port_trees.png
Drawn at 1 px/um.
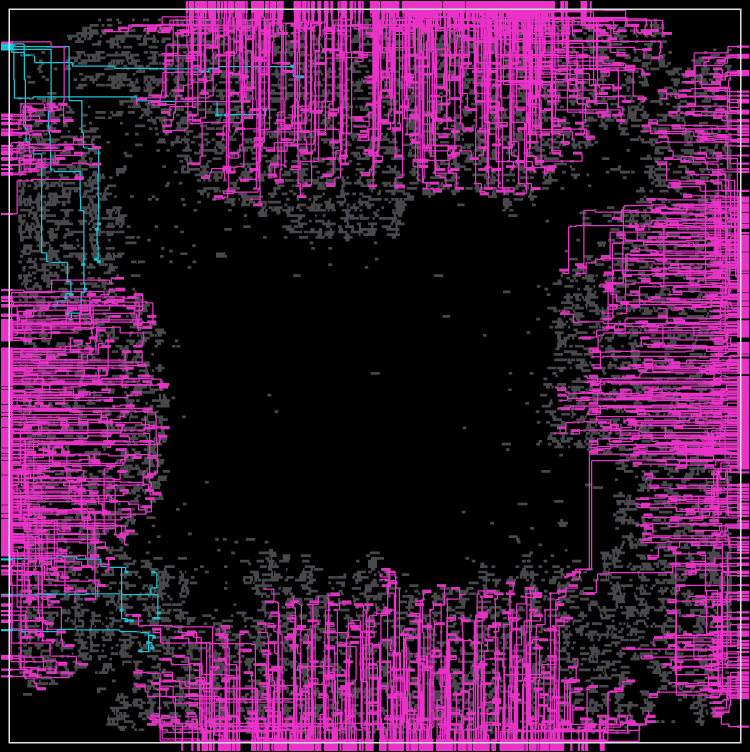
m1.png
Drawn at 1 px/um. Supply wires on this layer in gray. Cells faint in the background.
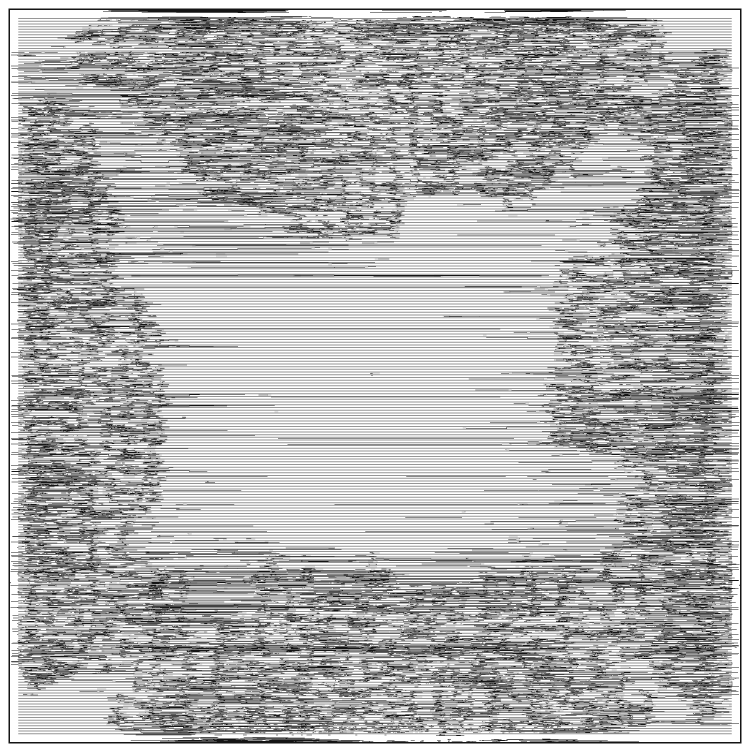
placed.png
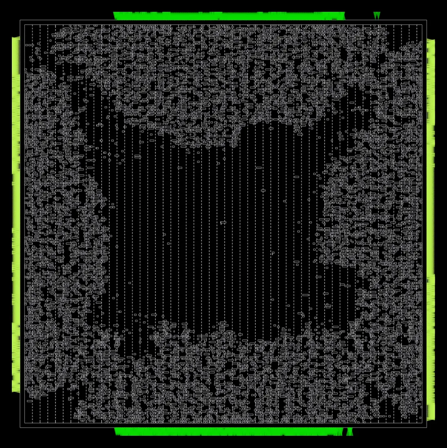
util_map.png
Drawn at 0.5 px/um. 36 x 37 tiles, from dark blue (low) to red (high), 0 to 100% covered.
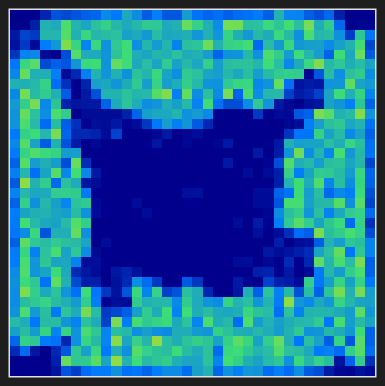
class_map.png
Drawn at 1 px/um.
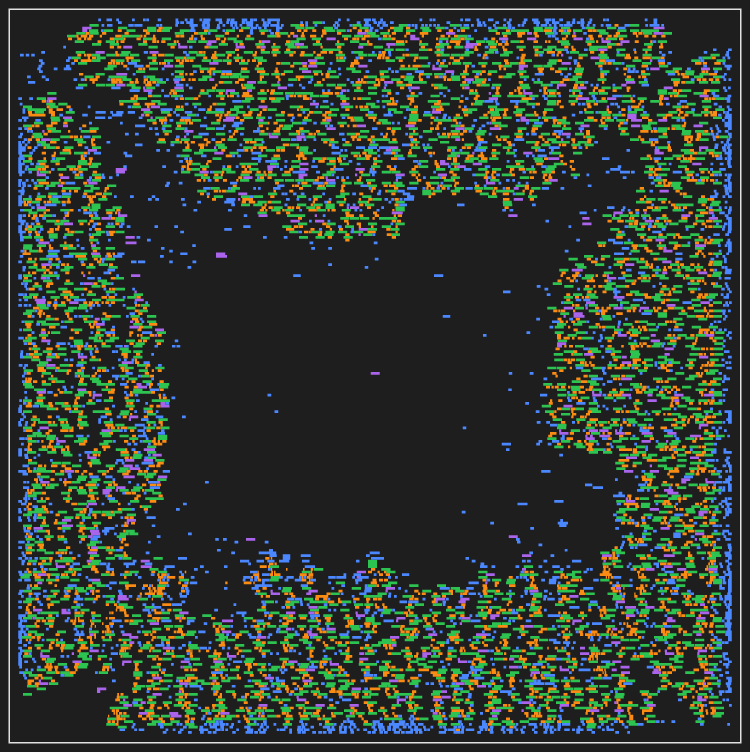
[src/rtl/rmt_pkg.sv]
// Shared RMT definitions: demux state encodings and destination codes common
// to the match stage and the destination demux.
package rmt_pkg;

    typedef enum logic [1:0] {
        STATE_IDLE = 2'd0,
        STATE_FWD  = 2'd1,
        STATE_DROP = 2'd2
    } state_t;

    localparam logic [1:0] RMT_DEST_DEFAULT = 2'd0;
    localparam logic [1:0] RMT_DEST_FUNC1   = 2'd1;

endpackage

[src/rtl/axis_skid_buf.sv]
// Two-entry AXI-Stream skid buffer with a registered ready, decoupling the
// downstream engine's backpressure from the upstream combinational path.
module axis_skid_buf #(
    parameter int DATA_WIDTH = 512,
    parameter int KEEP_WIDTH = DATA_WIDTH / 8,
    parameter int USER_WIDTH = 8
) (
    input  logic                  clk,
    input  logic                  rst_n,
    input  logic [DATA_WIDTH-1:0] s_axis_tdata,
    input  logic [KEEP_WIDTH-1:0] s_axis_tkeep,
    input  logic                  s_axis_tvalid,
    output logic                  s_axis_tready,
    input  logic                  s_axis_tlast,
    input  logic [USER_WIDTH-1:0] s_axis_tuser,
    output logic [DATA_WIDTH-1:0] m_axis_tdata,
    output logic [KEEP_WIDTH-1:0] m_axis_tkeep,
    output logic                  m_axis_tvalid,
    input  logic                  m_axis_tready,
    output logic                  m_axis_tlast,
    output logic [USER_WIDTH-1:0] m_axis_tuser
);

    localparam int BEAT_WIDTH = DATA_WIDTH + KEEP_WIDTH + USER_WIDTH + 1;

    logic [BEAT_WIDTH-1:0] in_beat;
    logic [BEAT_WIDTH-1:0] out_beat, out_beat_next;
    logic [BEAT_WIDTH-1:0] skid_beat, skid_beat_next;
    logic                  out_valid, out_valid_next;
    logic                  skid_valid, skid_valid_next;
    logic                  ready_reg;
    logic                  push, pop;

    assign in_beat = {s_axis_tdata, s_axis_tkeep, s_axis_tuser, s_axis_tlast};
    assign push    = s_axis_tvalid && ready_reg;
    assign pop     = out_valid && m_axis_tready;

    // The skid entry only fills while the output entry is stalled, so a full
    // buffer always has ready low and never sees a push alongside a pop.
    always_comb begin
        out_valid_next  = out_valid;
        skid_valid_next = skid_valid;
        out_beat_next   = out_beat;
        skid_beat_next  = skid_beat;
        if (pop) begin
            if (skid_valid) begin
                out_beat_next   = skid_beat;
                skid_valid_next = 1'b0;
            end else begin
                out_valid_next = 1'b0;
            end
        end
        if (push) begin
            if (!out_valid_next) begin
                out_valid_next = 1'b1;
                out_beat_next  = in_beat;
            end else begin
                skid_valid_next = 1'b1;
                skid_beat_next  = in_beat;
            end
        end
    end

    always_ff @(posedge clk or negedge rst_n) begin
        if (!rst_n) begin
            out_valid  <= 1'b0;
            skid_valid <= 1'b0;
            out_beat   <= '0;
            skid_beat  <= '0;
            ready_reg  <= 1'b0;
        end else begin
            out_valid  <= out_valid_next;
            skid_valid <= skid_valid_next;
            out_beat   <= out_beat_next;
            skid_beat  <= skid_beat_next;
            ready_reg  <= !skid_valid_next;
        end
    end

    assign s_axis_tready = ready_reg;
    assign m_axis_tvalid = out_valid;
    assign {m_axis_tdata, m_axis_tkeep, m_axis_tuser, m_axis_tlast} = out_beat;

endmodule

[src/rtl/rmt_dest_demux.sv]
// Routes whole frames from the RMT match stage to per-engine skid buffers by
// first-beat tdest, discarding frames with an out-of-range destination.
module rmt_dest_demux
    import rmt_pkg::*;
#(
    parameter int DATA_WIDTH = 512,
    parameter int KEEP_WIDTH = DATA_WIDTH / 8,
    parameter int USER_WIDTH = 8,
    parameter int DEST_WIDTH = 2,
    parameter int M_COUNT    = 2,
    parameter int CNT_WIDTH  = 32
) (
    input  logic                            clk,
    input  logic                            rst_n,
    input  logic [DATA_WIDTH-1:0]           s_axis_tdata,
    input  logic [KEEP_WIDTH-1:0]           s_axis_tkeep,
    input  logic                            s_axis_tvalid,
    output logic                            s_axis_tready,
    input  logic                            s_axis_tlast,
    input  logic [USER_WIDTH-1:0]           s_axis_tuser,
    input  logic [DEST_WIDTH-1:0]           s_axis_tdest,
    output logic [M_COUNT*DATA_WIDTH-1:0]   m_axis_tdata,
    output logic [M_COUNT*KEEP_WIDTH-1:0]   m_axis_tkeep,
    output logic [M_COUNT-1:0]              m_axis_tvalid,
    input  logic [M_COUNT-1:0]              m_axis_tready,
    output logic [M_COUNT-1:0]              m_axis_tlast,
    output logic [M_COUNT*USER_WIDTH-1:0]   m_axis_tuser,
    output logic [M_COUNT*CNT_WIDTH-1:0]    stat_fwd_frames,
    output logic [CNT_WIDTH-1:0]            stat_drop_frames
);

    state_t                state_reg;
    logic [DEST_WIDTH-1:0] dest_reg;
    logic [DEST_WIDTH-1:0] sel;
    logic                  sel_valid;
    logic                  sel_ready;
    logic                  active;
    logic                  xfer;
    logic [M_COUNT-1:0]    skid_ready;
    logic [M_COUNT-1:0]    push;
    logic [CNT_WIDTH-1:0]  fwd_cnt [M_COUNT];
    logic [CNT_WIDTH-1:0]  drop_cnt;

    // Ready comes only from state, tdest and the registered skid readies, never
    // from tvalid; 'active' keeps it low while reset is asserted.
    always_comb begin
        sel       = (state_reg == STATE_IDLE) ? s_axis_tdest : dest_reg;
        sel_valid = (state_reg != STATE_DROP) && (int'(sel) < M_COUNT);
        sel_ready = 1'b0;
        for (int p = 0; p < M_COUNT; p++) begin
            if (sel == DEST_WIDTH'(p)) sel_ready = skid_ready[p];
        end
        s_axis_tready = active && (sel_valid ? sel_ready : 1'b1);
        xfer          = s_axis_tvalid && s_axis_tready;
        push          = '0;
        for (int p = 0; p < M_COUNT; p++) begin
            push[p] = xfer && sel_valid && (sel == DEST_WIDTH'(p));
        end
    end

    always_ff @(posedge clk or negedge rst_n) begin
        if (!rst_n) begin
            state_reg <= STATE_IDLE;
            dest_reg  <= DEST_WIDTH'(RMT_DEST_DEFAULT);
            active    <= 1'b0;
        end else begin
            active <= 1'b1;
            if (xfer) begin
                case (state_reg)
                    STATE_IDLE: begin
                        if (sel_valid) begin
                            dest_reg <= s_axis_tdest;
                            if (!s_axis_tlast) state_reg <= STATE_FWD;
                        end else if (!s_axis_tlast) begin
                            state_reg <= STATE_DROP;
                        end
                    end
                    STATE_FWD, STATE_DROP: begin
                        if (s_axis_tlast) state_reg <= STATE_IDLE;
                    end
                    default: state_reg <= STATE_IDLE;
                endcase
            end
        end
    end

    always_ff @(posedge clk or negedge rst_n) begin
        if (!rst_n) begin
            for (int p = 0; p < M_COUNT; p++) fwd_cnt[p] <= '0;
            drop_cnt <= '0;
        end else begin
            for (int p = 0; p < M_COUNT; p++) begin
                if (push[p] && s_axis_tlast) fwd_cnt[p] <= fwd_cnt[p] + CNT_WIDTH'(1);
            end
            if (xfer && (state_reg == STATE_IDLE) && !sel_valid) begin
                drop_cnt <= drop_cnt + CNT_WIDTH'(1);
            end
        end
    end

    assign stat_drop_frames = drop_cnt;

    for (genvar p = 0; p < M_COUNT; p++) begin : g_port
        axis_skid_buf #(
            .DATA_WIDTH (DATA_WIDTH),
            .KEEP_WIDTH (KEEP_WIDTH),
            .USER_WIDTH (USER_WIDTH)
        ) u_skid (
            .clk           (clk),
            .rst_n         (rst_n),
            .s_axis_tdata  (s_axis_tdata),
            .s_axis_tkeep  (s_axis_tkeep),
            .s_axis_tvalid (push[p]),
            .s_axis_tready (skid_ready[p]),
            .s_axis_tlast  (s_axis_tlast),
            .s_axis_tuser  (s_axis_tuser),
            .m_axis_tdata  (m_axis_tdata[p*DATA_WIDTH +: DATA_WIDTH]),
            .m_axis_tkeep  (m_axis_tkeep[p*KEEP_WIDTH +: KEEP_WIDTH]),
            .m_axis_tvalid (m_axis_tvalid[p]),
            .m_axis_tready (m_axis_tready[p]),
            .m_axis_tlast  (m_axis_tlast[p]),
            .m_axis_tuser  (m_axis_tuser[p*USER_WIDTH +: USER_WIDTH])
        );
        assign stat_fwd_frames[p*CNT_WIDTH +: CNT_WIDTH] = fwd_cnt[p];
    end

endmodule

[config.mk]
export PLATFORM = sky130hd
export DESIGN_NAME = rmt_dest_demux
export DESIGN_NICKNAME = d
export VERILOG_FILES = /design/src/rtl/rmt_pkg.sv /design/src/rtl/axis_skid_buf.sv /design/src/rtl/rmt_dest_demux.sv
export SDC_FILE = /design/constraint.sdc
export NUM_CORES = 2
export LEC_CHECK = 0
export CAP_MARGIN = 20
export CORE_AREA = 8 8 722 724
export DETAILED_ROUTE_END_ITERATION = 16
export DIE_AREA = 0 0 730 732
export PLACE_DENSITY = 0.38
export SLEW_MARGIN = 15
export SYNTH_ARGS = -nofsm -noshare
export SYNTH_HDL_FRONTEND = slang
export SYNTH_HIERARCHICAL = 1
export SYNTH_SLANG_ARGS = --single-unit
[constraint.sdc]
create_clock -name clk -period 2.4 [get_ports clk]
set_clock_uncertainty 0.05 [all_clocks]
set_input_delay 0.24 -clock clk [delete_from_list [all_inputs] [get_ports clk]]
set_output_delay 0.24 -clock clk [all_outputs]
set_load 0.1 [all_outputs]
==> flow_metrics.py <==
# Auto-generated metrics
metrics = {
    "run_status": {
        "status": "finished, violations left",
        "violations": "setup timing",
    },
    "global_routing": {
        "busiest_layer": "met2",
        "antenna_found_initial": 244,
        "grt_pass1_vias": 77423,
        "track_usage_pct": 18.4,
    },
    "power": {
        "clock_net_power_uw": 48700,
        "combPwrFrac_pct": 51.1,
        "peakVddDrop_mv": 1.25,
        "p_clk_share_pct": 20.8,
        "p_comb_uw": 120000,
    },
    "finish": {
        "mostFrequentLayoutCells": "dfrtp_1 (2,414), buf_4 (1,530), o221a_2 (1,170), or2_2 (1,153), mux2_1 (851)",
        "drive_gt1_share_pct": 51.3,
        "nNetsFinal": 10180,
        "clockNetworkAreaShare_pct": 7.22,
        "design.seq.count": 2447,
        "antenna-diode-count": 82,
        "finalInstanceArea_um2": 147000,
    },
    "final_timing": {
        "drv_slew": 0,
        "hold_violations": 0,
        "rsz0062_at_grt": "true",
        "worst_pin_slew_ns": 1.05,
        "setup_violations": 2400,
        "fmax_mhz": 313,
        "period_minus_slack_ns": 3.19,
        "layout_setup_ws_ns": -0.791,
        "hold_slack_ns": 0.121,
    },
    "run": {
        "cap_violations": 0,
        "warnings": 31,
    },
    "worst_setup_path": {
        "r2r_start": "state_reg[1]",
        "cp_common_cell": "buf_4",
        "cp-start-kind": "flop",
        "rr_endpoint": "g_port[1].u_skid/skid_beat[194]",
        "path_cells": "inv_2, ha_4, buf_4, mux2i_4, nand2_4, buf_4, nor2_4, nand2_1, or3_4, buf_16, buf_12, mux2_1",
        "rrSetupSlack_ns": -0.79,
        "arrival_ns": 3.94,
        "path_class": "reg -> reg",
        "path_max_fanout": 42,
        "reg2regPathDepth": 12,
        "crit_end": "g_port[1].u_skid/skid_beat[194]",
    },
    "synthesis": {
        "ys_chip_area_um2": 99900,
        "topCombFamilyByArea": "AND-OR/OR-AND gates",
        "area_leaders": "dfrtp_1 (61%), o221a_2 (13%), mux2_1 (9.6%)",
        "xor_area_share_pct": 0.815,
        "synth_adder_area_share_pct": 0.0626,
        "yosysCellCount": 6817,
        "flop_cell": "dfrtp_1",
        "syn-instance-count": 6817,
        "synth-edff-count": 0,
        "synth.cells.most_frequent": "dfrtp_1 (2,447), o221a_2 (1,170), or2_2 (1,153)",
        "avgSynthCellArea_um2": 14.7,
        "synth_warnings": 6,
    },
    "route": {
        "dr_wl_met2_um": 243000,
        "wl_per_cell_um": 31.6,
    },
    "clock_network": {
        "cts_setup_buffers": 28,
        "cts_buffers": 312,
        "clk_latency_ns": 0.93,
        "cts_root_buf": "clkbuf_16",
        "h-tree-depth": 5,
        "path_clk_slew_ns": 0.06,
        "cts.path.max_buffers": 4,
        "postCtsHoldBufs": 530,
        "cts.repair.resized": 77,
    },
    "die": {
        "chip_area_um2": 534000,
    },
    "worst_hold_path": {
        "min_from": "s_axis_tdata[194]",
        "worstHoldPathType": "in -> reg",
    },
    "placed_design": {
        "hpwl_um": 383000,
    },
}
Notes on port_trees.png above:
magenta -> `m_axis_tdata`  # bits 1,024, direction output, edge 294 top, 283 right, 246 bottom, 201 left, end cells 1,024, wire 109 mm
cyan -> `s_axis_tuser`  # bits 8, direction input, edge left, end cells 32, wire 2,250 um
IO Count: 1,861
port bufs: 1,860

Notes on m1.png above:
longest straight run = 431 um
share of all routed wire = 43%
nets with wire on the layer = 9,442
wire length on this layer = 225 mm

Notes on placed.png above:
final instance count without filler cells: 16.7k
Seq/total area: 41.8%
core box area: 510,000 um^2
count of filler cells inserted in the layout: 51.8k
row cnt: 263

Notes on util_map.png above:
emptiest ninth of the die = middle
mean over tiles = 26%
nearly empty tiles = 22%

Notes on class_map.png above:
blue -> remaining buffers and delay cells  # cells 2,972
green -> registers  # cells 2,447
orange -> remaining logic cells  # cells 3,850
purple -> clock drivers and dummy loads  # cells 560

No activity file was given, so power comes from the tool's default toggle rates.
